--- src/rtl/gro_sweep_ctrl.sv ---
// gro_sweep_ctrl: measurement sequencer sitting directly upstream of GRO_TOP.
// It walks gro_sel through every delay line. For each line it clears the ring
// counter, opens a fixed gro_en window, waits for the asynchronous counter to
// stop, captures the count, and offers the result on a valid/ready port.
// All outputs come straight from flops.
module gro_sweep_ctrl #(
    parameter int SEL_BITS      = 3,
    parameter int DL_NUM        = 8,
    parameter int RPC_BITS      = 16,
    parameter int WIN_CYCLES    = 4096,
    parameter int SETTLE_CYCLES = 4
) (
    input  logic                clk,
    input  logic                rst,
    input  logic                start,
    input  logic                abort,
    output logic                busy,
    output logic                done,
    output logic                gro_rstn,
    output logic                gro_en,
    output logic [SEL_BITS-1:0] gro_sel,
    input  logic [RPC_BITS-1:0] gro_count,
    output logic                res_valid,
    input  logic                res_ready,
    output logic [SEL_BITS-1:0] res_sel,
    output logic [RPC_BITS-1:0] res_count,
    output logic                res_sat
);

    localparam logic [2:0] ST_IDLE   = 3'd0;
    localparam logic [2:0] ST_CLR    = 3'd1;
    localparam logic [2:0] ST_MEAS   = 3'd2;
    localparam logic [2:0] ST_SETTLE = 3'd3;
    localparam logic [2:0] ST_CAPT   = 3'd4;
    localparam logic [2:0] ST_OUT    = 3'd5;

    // The ring counter reset is held low for two reference cycles.
    localparam int CLR_CYCLES = 2;

    // One shared phase counter is sized for the longest timed phase.
    localparam int CNT_MAX0 = (WIN_CYCLES > SETTLE_CYCLES) ? WIN_CYCLES : SETTLE_CYCLES;
    localparam int CNT_MAX  = (CNT_MAX0 > CLR_CYCLES) ? CNT_MAX0 : CLR_CYCLES;
    localparam int CNT_W    = $clog2(CNT_MAX + 1);

    localparam logic [CNT_W-1:0]    CLR_LAST    = CNT_W'(CLR_CYCLES - 1);
    localparam logic [CNT_W-1:0]    WIN_LAST    = CNT_W'(WIN_CYCLES - 1);
    localparam logic [CNT_W-1:0]    SETTLE_LAST = CNT_W'(SETTLE_CYCLES - 1);
    localparam logic [SEL_BITS-1:0] SEL_LAST    = SEL_BITS'(DL_NUM - 1);
    localparam logic [RPC_BITS-1:0] COUNT_FULL  = {RPC_BITS{1'b1}};

    logic [2:0]          state;
    logic [2:0]          state_nxt;
    logic [CNT_W-1:0]    cnt;
    logic [CNT_W-1:0]    cnt_nxt;
    logic [SEL_BITS-1:0] sel_nxt;
    logic                done_nxt;
    logic                handshake;

    assign handshake = (state == ST_OUT) && res_valid && res_ready;

    // Next-state, phase counter and line-select sequencing; abort overrides everything except reset
    always_comb begin
        state_nxt = state;
        cnt_nxt   = cnt;
        sel_nxt   = gro_sel;
        done_nxt  = 1'b0;

        case (state)
            ST_IDLE: begin
                if (start && !abort) begin
                    state_nxt = ST_CLR;
                    cnt_nxt   = '0;
                    sel_nxt   = '0;
                end
            end
            ST_CLR: begin
                if (cnt == CLR_LAST) begin
                    state_nxt = ST_MEAS;
                    cnt_nxt   = '0;
                end else begin
                    cnt_nxt = cnt + CNT_W'(1);
                end
            end
            ST_MEAS: begin
                if (cnt == WIN_LAST) begin
                    state_nxt = ST_SETTLE;
                    cnt_nxt   = '0;
                end else begin
                    cnt_nxt = cnt + CNT_W'(1);
                end
            end
            ST_SETTLE: begin
                if (cnt == SETTLE_LAST) begin
                    state_nxt = ST_CAPT;
                    cnt_nxt   = '0;
                end else begin
                    cnt_nxt = cnt + CNT_W'(1);
                end
            end
            ST_CAPT: begin
                state_nxt = ST_OUT;
            end
            ST_OUT: begin
                if (handshake) begin
                    cnt_nxt = '0;
                    if (gro_sel == SEL_LAST) begin
                        state_nxt = ST_IDLE;
                        sel_nxt   = '0;
                        done_nxt  = 1'b1;
                    end else begin
                        state_nxt = ST_CLR;
                        sel_nxt   = gro_sel + SEL_BITS'(1);
                    end
                end
            end
            default: begin
                state_nxt = ST_IDLE;
                cnt_nxt   = '0;
                sel_nxt   = '0;
            end
        endcase

        if (abort && (state != ST_IDLE)) begin
            state_nxt = ST_IDLE;
            cnt_nxt   = '0;
            sel_nxt   = '0;
            done_nxt  = 1'b0;
        end
    end

    // Register the state and derive every GRO-facing strobe from the state being entered
    always_ff @(posedge clk) begin
        if (rst) begin
            state     <= ST_IDLE;
            cnt       <= '0;
            gro_sel   <= '0;
            busy      <= 1'b0;
            done      <= 1'b0;
            gro_en    <= 1'b0;
            gro_rstn  <= 1'b0;
            res_valid <= 1'b0;
        end else begin
            state     <= state_nxt;
            cnt       <= cnt_nxt;
            gro_sel   <= sel_nxt;
            busy      <= (state_nxt != ST_IDLE);
            done      <= done_nxt;
            gro_en    <= (state_nxt == ST_MEAS);
            gro_rstn  <= (state_nxt != ST_IDLE) && (state_nxt != ST_CLR);
            res_valid <= (state_nxt == ST_OUT);
        end
    end

    // Capture the frozen ring count once it has settled; the result is held until the next capture
    always_ff @(posedge clk) begin
        if (rst) begin
            res_sel   <= '0;
            res_count <= '0;
            res_sat   <= 1'b0;
        end else if ((state == ST_CAPT) && !abort) begin
            res_sel   <= gro_sel;
            res_count <= gro_count;
            res_sat   <= (gro_count == COUNT_FULL);
        end
    end

endmodule
--- config.mk ---
export PLATFORM = sky130hd
export DESIGN_NAME = gro_sweep_ctrl
export DESIGN_NICKNAME = d
export VERILOG_FILES = /design/src/rtl/gro_sweep_ctrl.sv
export SDC_FILE = /design/constraint.sdc
export NUM_CORES = 1
export LEC_CHECK = 0
export ABC_CLOCK_PERIOD_IN_PS = 1800
export CORE_MARGIN = 5
export CORE_UTILIZATION = 44
export CTS_CLUSTER_DIAMETER = 60
export DETAILED_ROUTE_END_ITERATION = 8
export GPL_TIMING_DRIVEN = 0
export MAX_ROUTING_LAYER = met4
export PLACE_DENSITY = 0.86
export REMOVE_ABC_BUFFERS = 1
export SLEW_MARGIN = 15
export SYNTH_ARGS = -nofsm -noshare
export SYNTH_HDL_FRONTEND = slang
export SYNTH_SLANG_ARGS = --single-unit
--- constraint.sdc ---
create_clock -name clk -period 1.8 [get_ports clk]
set_input_delay 0.36 -clock clk [delete_from_list [all_inputs] [get_ports clk]]
set_output_delay 0.36 -clock clk [all_outputs]
set_load 0.02 [all_outputs]
==> results.py, run 1 <==
# Auto-generated metrics
metrics = {
    "global_route": {
        "grt_most_used_layer": "met2",
        "grtUsageMet3": 0.0544,
        "grt_max_degree": 22,
    },
    "sta": {
        "totalNegativeSetupSlack_ns": -1.05,
        "maxSlewViolCount": 0,
        "finalCritPeriodShare": 1.05,
        "worstMarginPinSlew_ns": 0.669,
        "setup_violations": 15,
        "fin_ws_ns": -0.0812,
        "relSlewSlack": 0.553,
    },
    "drt": {
        "routed_wl_um": 5410,
        "ant_nets": 0,
        "route.detailed.drc": 0,
        "top_layer": "met4",
        "drt-vias-per-instance": 5.50,
        "m1WireLength_um": 2400,
        "wl_per_cell_um": 15.6,
        "drt-initial-drc-count": 122,
    },
    "die": {
        "num_rows": 24,
        "tap_cells": 52,
        "die_height_um": 77.6,
        "io_pins": 49,
        "initial_core_util": 0.459,
    },
    "clock_tree": {
        "htree_num_levels": 2,
        "cts_inserted_buffers": 5,
        "cts_max_path_buffers": 2,
        "tritoncts": "built",
        "cts_setup_buffers": 9,
        "ctsHoldBuffers": 0,
    },
    "critical_path": {
        "required_ns": 1.99,
        "critPathMaxStageDelay_ns": 0.54,
        "crit_chain": "or4_4, nor2_4, a311oi_4, o311ai_4, buf_6, nor2_2",
        "crit_type": "reg -> reg",
        "critPathCapture": "cnt[7]$_SDFFE_PP0P_",
        "path_buffers": 1,
        "critPathArrivalTime_ns": 2.07,
        "end_kind": "register",
        "timing.rr.end": "cnt[7]$_SDFFE_PP0P_",
        "crit_fanout": 7,
        "r2r_setup_slack_ns": -0.08,
        "worst_r2r_path_depth": 6,
    },
    "finish": {
        "logic_area_um2": 1260,
        "post-route-util": 0.664,
        "clkbuf_count": 6,
        "top_register": "res_count",
        "comb_area_frac": 0.433,
        "fin_nets": 320,
        "clk_share": 0.0267,
        "n_all_buffers": 60,
        "dominant_cells": "multi-input combinational cells",
        "buf_share": 0.197,
    },
    "flow_run": {
        "tool_warnings": 28,
    },
    "run_status": {
        "violations": "setup timing",
        "outcome": "finished with violations",
    },
    "synth": {
        "top_cell_area_share": 0.438,
        "ys.flop_type": "dfxtp_1",
        "ys_warn_count": 0,
        "synth_cell_types": 43,
        "post-synth-top-area-cell": "dfxtp_1",
        "mux_share": 0.00560,
        "ys_cells": 241,
        "aoi_share": 0.159,
    },
    "placement": {
        "place_area_um2": 2500,
        "dp_cells": 328,
    },
    "pwr": {
        "intPower_uw": 1360,
        "ir_drop_mv": 0.367,
        "totalPowerFinal_uw": 1830,
        "pg_comb_uw": 244,
        "leakage_uw": 0.000968,
        "p_per_area_nw_per_um2": 627,
    },
    "worst_hold_path": {
        "min_from": "res_count[2]$_SDFFE_PP0P_",
    },
}
### Power grid, run 1

Pins as bars on the die edge.
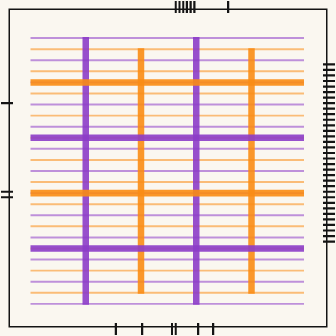
VSS -> purple
VDD -> orange
met4 straps = 4
met1 rails = 25
signal pins = 49
rows = 24
met5 straps = 4

### Placed cells, one colour a class, run 1

The bar under the picture is 20 um long.
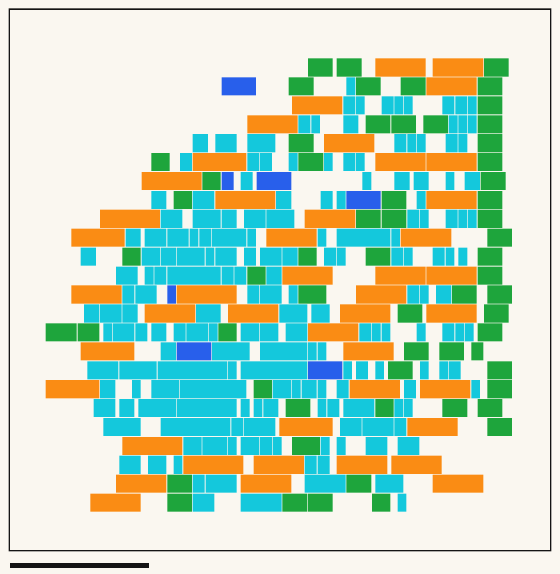
remaining buffers and delay cells -> green  # cells 60, share of their area 20%
remaining logic cells -> cyan  # cells 184, share of their area 45%
clock drivers and dummy loads -> blue  # cells 7, share of their area 2.7%
registers -> orange  # cells 44, share of their area 32%

### Clock distribution, run 1

The bar under the picture is 20 um long.
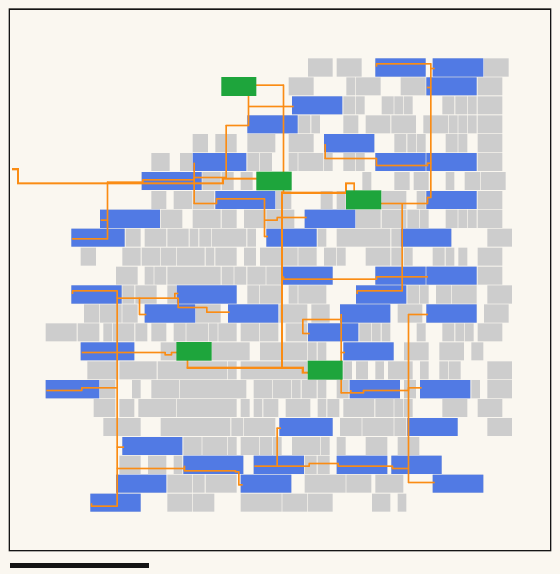
clock wires -> orange  # length 522 um
flip-flops -> blue  # count 44
clock-net drivers -> green  # count 5
flops lie = spread over the die
routed clock nets = 6

==> inputs of run 2 (changes only) <==
--- a/config.mk
+++ b/config.mk
@@ -5,14 +5,14 @@
 export SDC_FILE = /design/constraint.sdc
 export NUM_CORES = 1
 export LEC_CHECK = 0
-export ABC_CLOCK_PERIOD_IN_PS = 1800
+export ABC_CLOCK_PERIOD_IN_PS = 2400
 export CORE_MARGIN = 5
-export CORE_UTILIZATION = 44
+export CORE_UTILIZATION = 47
 export CTS_CLUSTER_DIAMETER = 60
 export DETAILED_ROUTE_END_ITERATION = 8
 export GPL_TIMING_DRIVEN = 0
 export MAX_ROUTING_LAYER = met4
-export PLACE_DENSITY = 0.86
+export PLACE_DENSITY = 0.87
 export REMOVE_ABC_BUFFERS = 1
 export SLEW_MARGIN = 15
 export SYNTH_ARGS = -nofsm -noshare
==> constraint.sdc (replaced) <==
create_clock -name clk -period 2.4 [get_ports clk]
set_input_delay 0.48 -clock clk [delete_from_list [all_inputs] [get_ports clk]]
set_output_delay 0.48 -clock clk [all_outputs]
set_load 0.02 [all_outputs]
### Clock wiring as the flow saved it, run 2

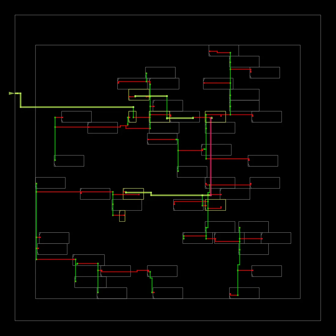
clkbuf count: 6
clk_lat worst skew: 0.29 ns
Flops: 44
Num Clock Sinks: 44

==> run 2 against run 1 <==
The run now ends clean. Worst setup slack gained 0.28 ns. Fmax fell by 15%. Hold slack worse by 0.0015 ns. Non-clock buffer count is 10 lower. Wire length shrank 17%. Critical path type unchanged. Sequential share of layout area grew 2.7 points. Critical endpoint is now cnt[1]$_SDFFE_PP0P_. Register-to-register slack improved by 0.28 ns. Sequential power down 25%. First-iteration DRC count is 18% lower. Total power fell by 28%. Highest routed layer unchanged. Clock power shrank 28%. Design area decreased by 11%.
==> results.py, run 2 <==
# Auto-generated metrics
metrics = {
    "critical_path": {
        "critPathCapture": "cnt[1]$_SDFFE_PP0P_",
        "end_kind": "register",
        "timing.rr.end": "cnt[1]$_SDFFE_PP0P_",
        "critPathMaxStageDelay_ns": 0.60,
        "worst_r2r_path_depth": 5,
        "crit_type": "reg -> reg",
        "crit_chain": "mux2_2, a311oi_1, o311ai_4, buf_4, a211oi_1",
        "path_buffers": 1,
        "crit_fanout": 21,
        "critPathArrivalTime_ns": 2.41,
        "required_ns": 2.61,
    },
    "synth": {
        "post-synth-top-area-cell": "dfxtp_1",
        "ys_warn_count": 0,
        "ys_cells": 241,
        "synth_cell_types": 43,
        "top_cell_area_share": 0.438,
        "mux_share": 0.00560,
        "aoi_share": 0.159,
        "ys.flop_type": "dfxtp_1",
    },
    "sta": {
        "maxSlewViolCount": 0,
        "fin_ws_ns": 0.196,
        "totalNegativeSetupSlack_ns": 0,
        "worstMarginPinSlew_ns": 0.756,
        "finalCritPeriodShare": 0.918,
        "fin_skew_ns": 0.00905,
    },
    "clock_tree": {
        "ctsHoldBuffers": 0,
        "cts_inserted_buffers": 5,
        "htree_num_levels": 2,
        "cts_setup_buffers": 2,
        "cts_max_path_buffers": 2,
    },
    "drt": {
        "drt-vias-per-instance": 5.45,
        "m1WireLength_um": 2010,
        "top_layer": "met4",
        "routed_wl_um": 4470,
        "drt-initial-drc-count": 100,
    },
    "die": {
        "io_pins": 49,
        "die_height_um": 75.4,
        "tap_cells": 50,
        "dieArea_um2": 5690,
        "num_rows": 23,
    },
    "run_status": {
        "outcome": "completed",
    },
    "flow_run": {
        "tool_warnings": 26,
    },
    "pwr": {
        "leakage_uw": 0.000862,
        "p_per_area_nw_per_um2": 503,
        "pg_comb_uw": 138,
        "p_clk_uw": 422,
        "ir_drop_mv": 0.252,
        "intPower_uw": 1000,
        "totalPowerFinal_uw": 1310,
    },
    "finish": {
        "fin_nets": 310,
        "top_register": "res_count",
        "comb_area_frac": 0.406,
        "logic_area_um2": 1060,
        "post-route-util": 0.636,
        "buf_share": 0.192,
        "n_all_buffers": 50,
    },
    "placement": {
        "dp_cells": 326,
        "hpwlAfterDp_um": 3290,
    },
    "global_route": {
        "grt_max_degree": 22,
        "grtUsageMet3": 0.0449,
    },
    "worst_hold_path": {
        "min_from": "res_count[2]$_SDFFE_PP0P_",
    },
}
Power is estimated from default activity; no workload was simulated.
